## src/rtl/uart_pkg.sv

```systemverilog
// UART shared definitions: FSM state encoding, oversampling and frame constants.
// Used by the receiver, baud generator and host-side interface.
`timescale 1ns/1ps
package uart_pkg;
    localparam int OVERSAMPLE = 16;
    localparam int MID_SAMPLE = 7;
    localparam int DATA_BITS  = 8;
    localparam int ACC_W      = 29;

    typedef enum logic [2:0] {
        IDLE   = 3'd0,
        START  = 3'd1,
        DATA   = 3'd2,
        PARITY = 3'd3,
        STOP   = 3'd4,
        BRK    = 3'd5
    } uart_state_e;
endpackage

```

## src/rtl/uart_rx_if.sv

```systemverilog
// Host-side receive bus: held byte, ready/read handshake and sticky error flags.
// master = receiver side, slave = host/register block side.
`timescale 1ns/1ps
interface uart_rx_if;
    import uart_pkg::*;

    logic                 uart_rd_i;
    logic [DATA_BITS-1:0] uart_dat_o;
    logic                 uart_ready_o;
    logic                 uart_busy_o;
    logic                 uart_frame_err_o;
    logic                 uart_overrun_o;
    logic                 uart_parity_err_o;

    modport master (
        input  uart_rd_i,
        output uart_dat_o, uart_ready_o, uart_busy_o,
        output uart_frame_err_o, uart_overrun_o, uart_parity_err_o
    );

    modport slave (
        output uart_rd_i,
        input  uart_dat_o, uart_ready_o, uart_busy_o,
        input  uart_frame_err_o, uart_overrun_o, uart_parity_err_o
    );
endinterface

```

## src/rtl/uart_baud_gen.sv

```systemverilog
// Phase-accumulator oversample tick generator, mean rate OVERSAMPLE*BAUD; free-running.
// Latency: tick registered one cycle after the accumulator wraps; no backpressure.
`timescale 1ns/1ps
module uart_baud_gen
    import uart_pkg::*;
#(
    parameter int BAUD       = 9600,
    parameter int CLK        = 50000000,
    parameter int OVERSAMPLE = 16
) (
    input  logic sys_clk_i,
    input  logic sys_rst_n_i,
    output logic tick
);
    localparam logic [ACC_W-1:0] INC   = ACC_W'(OVERSAMPLE * BAUD);
    localparam logic [ACC_W-1:0] CLK_V = ACC_W'(CLK);

    logic [ACC_W-1:0] acc;
    logic [ACC_W-1:0] sum;
    logic             wrap;

    // acc stays below CLK, so acc+INC < 2*CLK fits ACC_W without overflow
    assign sum  = acc + INC;
    assign wrap = (sum >= CLK_V);

    always_ff @(posedge sys_clk_i or negedge sys_rst_n_i) begin
        if (!sys_rst_n_i) begin
            acc  <= '0;
            tick <= 1'b0;
        end else begin
            acc  <= wrap ? (sum - CLK_V) : sum;
            tick <= wrap;
        end
    end
endmodule

```

## src/rtl/uart_rx.sv

```systemverilog
// 8N1 UART receiver (8E1 when UART_RX_PARITY_EN is defined), 16x oversampled, mid-bit sampling.
// Latency: ready one cycle after the mid-stop-bit sample; no backpressure, unread byte is overwritten (overrun).
`timescale 1ns/1ps
module uart_rx
    import uart_pkg::*;
#(
    parameter int BAUD_RATE    = 9600,
    parameter int SYS_CLK_RATE = 50000000
) (
    input  logic       sys_clk_i,
    input  logic       sys_rst_n_i,
    input  logic       uart_rx_i,
    uart_rx_if.master  host
);
    logic                 tick;
    logic                 rx_meta;
    logic                 rxs;
    uart_state_e          state, state_nxt;
    logic [3:0]           tcnt, tcnt_nxt;
    logic [2:0]           bidx, bidx_nxt;
    logic [DATA_BITS-1:0] shifter, shift_nxt;
    logic                 done, done_nxt;
    logic                 ferr_set;
    logic [DATA_BITS-1:0] dat_q;
    logic                 ready_q;
    logic                 ferr_q;
    logic                 ovr_q;

    uart_baud_gen #(
        .BAUD       (BAUD_RATE),
        .CLK        (SYS_CLK_RATE),
        .OVERSAMPLE (OVERSAMPLE)
    ) u_baud (
        .sys_clk_i   (sys_clk_i),
        .sys_rst_n_i (sys_rst_n_i),
        .tick        (tick)
    );

    // line is asynchronous; synchronizer resets to idle-high
    always_ff @(posedge sys_clk_i or negedge sys_rst_n_i) begin
        if (!sys_rst_n_i) begin
            rx_meta <= 1'b1;
            rxs     <= 1'b1;
        end else begin
            rx_meta <= uart_rx_i;
            rxs     <= rx_meta;
        end
    end

    always_ff @(posedge sys_clk_i or negedge sys_rst_n_i) begin
        if (!sys_rst_n_i) begin
            state   <= IDLE;
            tcnt    <= '0;
            bidx    <= '0;
            shifter <= '0;
            done    <= 1'b0;
        end else begin
            state   <= state_nxt;
            tcnt    <= tcnt_nxt;
            bidx    <= bidx_nxt;
            shifter <= shift_nxt;
            done    <= done_nxt;
        end
    end

`ifdef UART_RX_PARITY_EN
    logic perr_set;
    logic perr_q;
`endif

    always_comb begin
        state_nxt = state;
        tcnt_nxt  = tcnt;
        bidx_nxt  = bidx;
        shift_nxt = shifter;
        done_nxt  = 1'b0;
        ferr_set  = 1'b0;
`ifdef UART_RX_PARITY_EN
        perr_set  = 1'b0;
`endif
        case (state)
            IDLE: begin
                if (!rxs) begin
                    state_nxt = START;
                    tcnt_nxt  = '0;
                end
            end
            START: begin
                if (tick) begin
                    if (tcnt == 4'(MID_SAMPLE)) begin
                        if (rxs) begin
                            state_nxt = IDLE;
                        end else begin
                            state_nxt = DATA;
                            tcnt_nxt  = '0;
                            bidx_nxt  = '0;
                        end
                    end else begin
                        tcnt_nxt = tcnt + 4'd1;
                    end
                end
            end
            DATA: begin
                if (tick) begin
                    tcnt_nxt = tcnt + 4'd1;
                    if (tcnt == 4'(OVERSAMPLE - 1)) begin
                        shift_nxt = {rxs, shifter[DATA_BITS-1:1]};
                        if (bidx == 3'(DATA_BITS - 1)) begin
`ifdef UART_RX_PARITY_EN
                            state_nxt = PARITY;
`else
                            state_nxt = STOP;
`endif
                        end else begin
                            bidx_nxt = bidx + 3'd1;
                        end
                    end
                end
            end
`ifdef UART_RX_PARITY_EN
            PARITY: begin
                if (tick) begin
                    tcnt_nxt = tcnt + 4'd1;
                    if (tcnt == 4'(OVERSAMPLE - 1)) begin
                        perr_set  = ^{shifter, rxs};
                        state_nxt = STOP;
                    end
                end
            end
`endif
            STOP: begin
                if (tick) begin
                    tcnt_nxt = tcnt + 4'd1;
                    if (tcnt == 4'(OVERSAMPLE - 1)) begin
                        if (rxs) begin
                            done_nxt  = 1'b1;
                            state_nxt = IDLE;
                        end else begin
                            ferr_set  = 1'b1;
                            state_nxt = BRK;
                        end
                    end
                end
            end
            BRK: begin
                // a held-low line must go high before a new start is accepted
                if (rxs) state_nxt = IDLE;
            end
            default: state_nxt = IDLE;
        endcase
    end

    // read clears first; same-cycle completion/errors then take priority
    always_ff @(posedge sys_clk_i or negedge sys_rst_n_i) begin
        if (!sys_rst_n_i) begin
            dat_q   <= '0;
            ready_q <= 1'b0;
            ferr_q  <= 1'b0;
            ovr_q   <= 1'b0;
        end else begin
            if (host.uart_rd_i) begin
                ready_q <= 1'b0;
                ferr_q  <= 1'b0;
                ovr_q   <= 1'b0;
            end
            if (ferr_set) ferr_q <= 1'b1;
            if (done) begin
                dat_q   <= shifter;
                ready_q <= 1'b1;
                if (ready_q && !host.uart_rd_i) ovr_q <= 1'b1;
            end
        end
    end

`ifdef UART_RX_PARITY_EN
    always_ff @(posedge sys_clk_i or negedge sys_rst_n_i) begin
        if (!sys_rst_n_i) begin
            perr_q <= 1'b0;
        end else begin
            if (host.uart_rd_i) perr_q <= 1'b0;
            if (perr_set)       perr_q <= 1'b1;
        end
    end
    assign host.uart_parity_err_o = perr_q;
`else
    assign host.uart_parity_err_o = 1'b0;
`endif

    assign host.uart_dat_o       = dat_q;
    assign host.uart_ready_o     = ready_q;
    assign host.uart_busy_o      = (state != IDLE);
    assign host.uart_frame_err_o = ferr_q;
    assign host.uart_overrun_o   = ovr_q;
endmodule

```

## src/flat_wrapper.sv

```systemverilog
// flat-port wrapper written by rule: the top's interface ports become plain ports
module uart_rx_flat import uart_pkg::*;
#(
    parameter int BAUD_RATE    = 9600,
    parameter int SYS_CLK_RATE = 50000000
)
  (sys_clk_i, sys_rst_n_i, uart_rx_i, host_uart_rd_i, host_uart_dat_o, host_uart_ready_o, host_uart_busy_o, host_uart_frame_err_o, host_uart_overrun_o, host_uart_parity_err_o);
  uart_rx_if host_i ();
  input  logic sys_clk_i;
  input  logic sys_rst_n_i;
  input  logic uart_rx_i;
  input wire logic [$bits(host_i.uart_rd_i)-1:0] host_uart_rd_i;
  output wire logic [$bits(host_i.uart_dat_o)-1:0] host_uart_dat_o;
  output wire logic [$bits(host_i.uart_ready_o)-1:0] host_uart_ready_o;
  output wire logic [$bits(host_i.uart_busy_o)-1:0] host_uart_busy_o;
  output wire logic [$bits(host_i.uart_frame_err_o)-1:0] host_uart_frame_err_o;
  output wire logic [$bits(host_i.uart_overrun_o)-1:0] host_uart_overrun_o;
  output wire logic [$bits(host_i.uart_parity_err_o)-1:0] host_uart_parity_err_o;
  assign host_i.uart_rd_i = host_uart_rd_i;
  assign host_uart_dat_o = host_i.uart_dat_o;
  assign host_uart_ready_o = host_i.uart_ready_o;
  assign host_uart_busy_o = host_i.uart_busy_o;
  assign host_uart_frame_err_o = host_i.uart_frame_err_o;
  assign host_uart_overrun_o = host_i.uart_overrun_o;
  assign host_uart_parity_err_o = host_i.uart_parity_err_o;
  uart_rx #(.BAUD_RATE(BAUD_RATE), .SYS_CLK_RATE(SYS_CLK_RATE)) u_core (.sys_clk_i(sys_clk_i), .sys_rst_n_i(sys_rst_n_i), .uart_rx_i(uart_rx_i), .host(host_i));
endmodule
```

## config.mk

```make
export PLATFORM = sky130hd
export DESIGN_NAME = uart_rx_flat
export DESIGN_NICKNAME = d
export VERILOG_FILES = /design/src/rtl/uart_pkg.sv /design/src/rtl/uart_rx_if.sv /design/src/rtl/uart_baud_gen.sv /design/src/rtl/uart_rx.sv /design/src/flat_wrapper.sv
export SDC_FILE = /design/constraint.sdc
export NUM_CORES = 1
export LEC_CHECK = 0
export CORE_MARGIN = 1
export CORE_UTILIZATION = 40
export CTS_CLUSTER_SIZE = 40
export DETAILED_ROUTE_END_ITERATION = 16
export GPL_TIMING_DRIVEN = 0
export SETUP_SLACK_MARGIN = 0.5
export SYNTH_ARGS = -nofsm -noshare
export SYNTH_HDL_FRONTEND = slang
export SYNTH_SLANG_ARGS = --single-unit
```

## constraint.sdc

```tcl
create_clock -name sys_clk_i -period 6.79 [get_ports sys_clk_i]
set_input_delay 0.679 -clock sys_clk_i [delete_from_list [all_inputs] [get_ports sys_clk_i]]
set_output_delay 0.679 -clock sys_clk_i [all_outputs]
set_load 0.03 [all_outputs]
```

### Floorplan with the power grid, run 1

Scale bar: 20 um. Pins as bars on the die edge. Tap cells in gray.
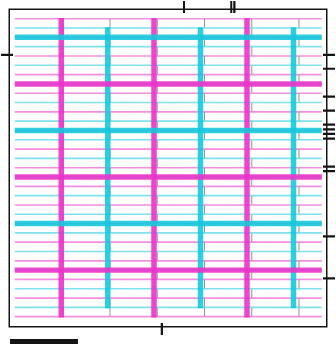
- magenta: VSS
- cyan: VDD
- signal pins: 17
- met1 rails: 33
- met4 straps: 6
- met5 straps: 6
Vert. Die Dim: 92.3 um
Core Footprint: 7810 sq um
Peak supply drop: 0.0000653 V
die width: 92.3 um

### Placement by cell class, run 1

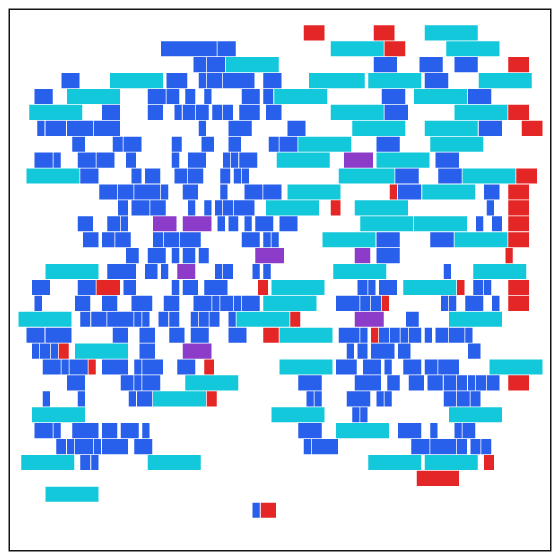
- purple: clock drivers and dummy loads (cells 8; share of their area 2.7%)
- cyan: registers (cells 55; share of their area 39%)
- blue: remaining logic cells (cells 259; share of their area 51%)
- red: remaining buffers and delay cells (cells 31; share of their area 6.9%)

### Clock network drawn from the DEF, run 1

Scale bar: 20 um.
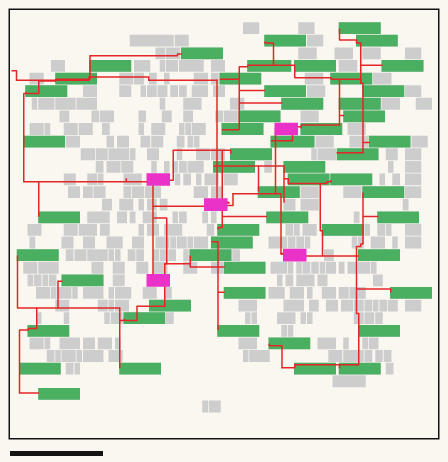
- green: flip-flops (count 55)
- red: clock wires (length 756 um)
- magenta: clock-net drivers (count 5)
- flops lie: spread over the die
- routed clock nets: 6

==> reports/metrics.cfg, run 1 <==
[run_status]
status=complete, no violations

[final_timing]
setup-violations-final=0
rsz0062_at_grt=no

[floorplan]
initial_core_util_pct=41.8
tap_cells=102

[yosys]
aoi_share_pct=15.3
largest_area_cell=dfrtp_1
ys_sh_mux_pct=8.82
netlist_instances=329
edf_count=0
synth.avg_cell_area_sq_um=9.91
async_flop_share_pct=100
ys_types=63
ys_warn_count=0

[power]
swShare_pct=24.0
clock_power_w=0.000196

[routing]
viasPerCell=5.31
drt_wl_total_um=6220
wl_met1_um=3110
route.detailed.drc=0
top_layer=met4

[clocking]
cts.clk_slew.worst_paths_ns=0.11
cts_resized=0

[worst_setup_path]
endpoint=u_core.u_baud.acc[18]
cp_num_buf_inv=4
crit_cells=12
cp_slowest_stage_delay_ns=0.66
critical-path-top-delay-family=AND-OR/OR-AND gates
required_ns=6.99

[cells_and_area]
final-seq-area_sq_um=1380
drive_gt1_share_pct=16.1
seq_share_pct=37.8
final-clk-cell-share_pct=2.64
logic_gates=241
comb_share_pct=47.6
nonClockBufferCount=31
lay_top_count=dfrtp_1

[place]
gp_congestion=0.836
hpwl_um=4560

[hold_path]
min_path_type=input port to async pin

[run]
warning_count=28

### Clock wiring as the flow saved it, run 1

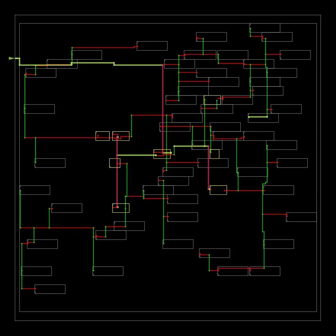

==> run 2, diff against run 1 <==
- clock period: 6.79 -> 3.65 ns (I/O delays scaled with it)
### Clock wiring as the flow saved it, run 2

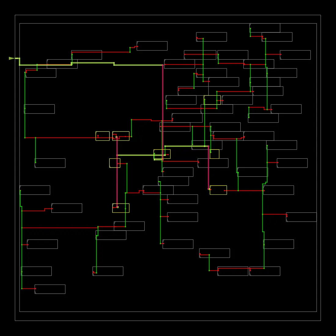
FF+latch count: 55
Clock Skew: 0.00518 ns
clk latency late pin: 0.32 ns
Layout clock buffers: 5

==> reports/metrics.cfg, run 2 <==
[yosys]
ys_sh_mux_pct=8.82  ; unchanged
synth.avg_cell_area_sq_um=9.91  ; unchanged
ys_warn_count=0  ; unchanged
synth_area_sq_um=3260  ; unchanged
netlist_instances=329  ; unchanged
synth_top_flop_cell=dfrtp_1  ; unchanged
aoi_share_pct=15.3  ; unchanged
ys_ff=55  ; unchanged
ys_types=63  ; unchanged
largest_area_cell=dfrtp_1  ; unchanged
yosys_area_sq_um=3260  ; unchanged
async_flop_share_pct=100  ; unchanged

[final_timing]
setup-violations-final=0  ; unchanged
rsz0062_at_grt=no  ; unchanged

[cells_and_area]
seq_share_pct=36.9  ; was 37.8%
nonClockBufferCount=35  ; was 31
lay_top_count=dfrtp_1  ; unchanged
final-seq-area_sq_um=1380  ; unchanged
drive_gt1_share_pct=18.8  ; was 16.1%
final-clk-cell-share_pct=2.58  ; was 2.64%
comb_share_pct=47.4  ; was 47.6%

[worst_setup_path]
worstSetupStartpointType=flop  ; unchanged
critical-path-top-delay-family=AND-OR/OR-AND gates  ; unchanged
crit_cells=12  ; unchanged
cp_num_buf_inv=3  ; was 4
cp_slowest_stage_delay_ns=0.43  ; was 0.66 ns

[power]
p_clk_share_pct=36.6  ; was 36.5%
swShare_pct=24.1  ; was 24.0%
internal_power_w=0.000758  ; was 0.000408 W
vdd_drop_max_v=0.000123  ; was 0.0000653 V
clock_power_w=0.000366  ; was 0.000196 W

[floorplan]
core_area_sq_um=7810  ; unchanged
initial_core_util_pct=41.8  ; unchanged
die-height_um=92.3  ; unchanged
tap_cells=102  ; unchanged
die_x_um=92.3  ; unchanged
dieArea_sq_um=8520  ; unchanged

[clocking]
cts_resized=1  ; was 0
cts.clk_slew.worst_paths_ns=0.11  ; about the same

[routing]
route.detailed.drc=0  ; unchanged
wl_met1_um=3190  ; was 3110 um
top_layer=met4  ; unchanged
drt_wl_total_um=6380  ; was 6220 um
viasPerCell=5.26  ; was 5.31

[place]
gp_congestion=0.836  ; unchanged
hpwl_um=4560  ; unchanged

[run_status]
status=complete, no violations  ; unchanged

### Placement by cell class, run 2

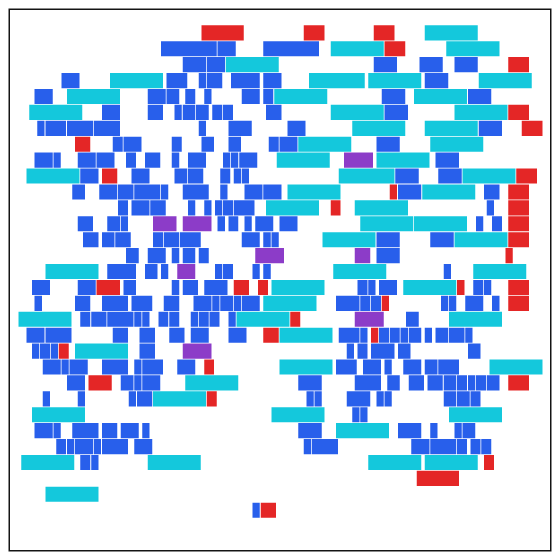

==> run 3, diff against run 2 <==
- clock period: 3.65 -> 2.5 ns (I/O delays scaled with it)
### Placement by cell class, run 3

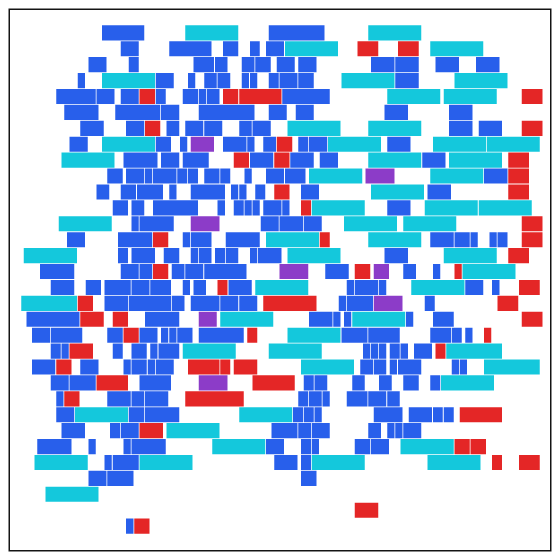
- blue: remaining logic cells (cells 259; share of their area 52%)
- purple: clock drivers and dummy loads (cells 8; share of their area 2.3%)
- cyan: registers (cells 55; share of their area 33%)
- red: remaining buffers and delay cells (cells 53; share of their area 12%)

==> reports/metrics.cfg, run 3 <==
[yosys]
synth_area_sq_um=3260  ; unchanged
ys_warn_count=0  ; unchanged
edf_count=0  ; unchanged
netlist_instances=329  ; unchanged
ys_sh_mux_pct=8.82  ; unchanged
aoi_share_pct=15.3  ; unchanged
ys_types=63  ; unchanged
largest_area_cell=dfrtp_1  ; unchanged
yosys_area_sq_um=3260  ; unchanged
synth_top_area_share_pct=40.7  ; unchanged
synth_top_flop_cell=dfrtp_1  ; unchanged
async_flop_share_pct=100  ; unchanged
synth.avg_cell_area_sq_um=9.91  ; unchanged
ys_ff=55  ; unchanged
adder_share_pct=3.30  ; unchanged

[final_timing]
skew_ns=0.00611  ; was 0.00518 ns
setup-violations-final=23  ; was 0
min_period_over_period_pct=114  ; was 83.0%
rsz0062_at_grt=yes  ; was no
setup_ws_ns=-0.347  ; was 0.621 ns
slew_headroom_pct=59.6  ; was 55.5%

[floorplan]
initial_core_util_pct=41.8  ; unchanged
core_area_sq_um=7810  ; unchanged
die_x_um=92.3  ; unchanged
die-height_um=92.3  ; unchanged
tap_cells=102  ; unchanged
dieArea_sq_um=8520  ; unchanged

[worst_setup_path]
endpoint=u_core.u_baud.acc[28]  ; was u_core.u_baud.acc[27]
critPathMaxFanout=7  ; was 9
worstSetupStartpointType=flop  ; unchanged
cp_num_buf_inv=3  ; unchanged
crit_type=flop to flop  ; unchanged
critical-path-top-delay-family=AND-OR/OR-AND gates  ; unchanged
crit_cells=12  ; unchanged
slowest_stage=or4_4  ; was or4_1
required_ns=2.72  ; was 3.86 ns
r2r_end=u_core.u_baud.acc[28]  ; was u_core.u_baud.acc[27]
cp_slowest_stage_delay_ns=0.42  ; was 0.43 ns

[cells_and_area]
lay_top_count=dfrtp_1  ; unchanged
logic_gates=241  ; unchanged
final-clk-cell-share_pct=2.23  ; was 2.58%
nonClockBufferCount=53  ; was 35
fin_util_pct=55.4  ; was 47.8%
clkbuf_count=5  ; unchanged
lay_top_cells=dfrtp_1, mux2_2, nor2_1  ; was dfrtp_1, nand2_1, nor2_1
comb_share_pct=49.2  ; was 47.4%
drive_gt1_share_pct=35.7  ; was 18.8%
stdcell_count=477  ; was 459
final-seq-area_sq_um=1380  ; about the same
seq_share_pct=31.9  ; was 36.9%
flop-count=55  ; unchanged
syn_to_final_growth_pct=32.5  ; was 14.5%

[power]
p_clk_share_pct=36.4  ; was 36.6%
p_seq_share_pct=61.3  ; was 61.2%
swShare_pct=23.9  ; was 24.1%
internal_power_w=0.00111  ; was 0.000758 W
power_leader=registers  ; unchanged
clock_power_w=0.000530  ; was 0.000366 W
vdd_drop_max_v=0.000215  ; was 0.000123 V

[run_status]
status=finished, violations left  ; was complete, no violations
violations=setup timing

[global_route]
grt_max_degree=38  ; was 34
gr-max-usage-layer=met2  ; unchanged
grtUsageMet1_pct=24.3  ; was 22.4%

[clocking]
cts_resized=39  ; was 1
cts_sinks=55  ; unchanged
cts.clk_slew.worst_paths_ns=0.11  ; about the same
clk_path_buf_depth=2  ; unchanged
insertion_delay_ns=0.32  ; about the same

[place]
gp_congestion=0.863  ; was 0.836
hpwl_um=4630  ; was 4560 um

[routing]
viasPerCell=5.30  ; was 5.26
final_antenna_net_count=0  ; unchanged
top_layer=met4  ; unchanged
drt_wl_total_um=7080  ; was 6380 um
route.detailed.drc=0  ; unchanged
wl_met1_um=3270  ; was 3190 um

[hold_path]
min_path_type=input port to flop  ; was input port to async pin

[run]
warning_count=31  ; was 28

Power and IR drop assume default switching activity.
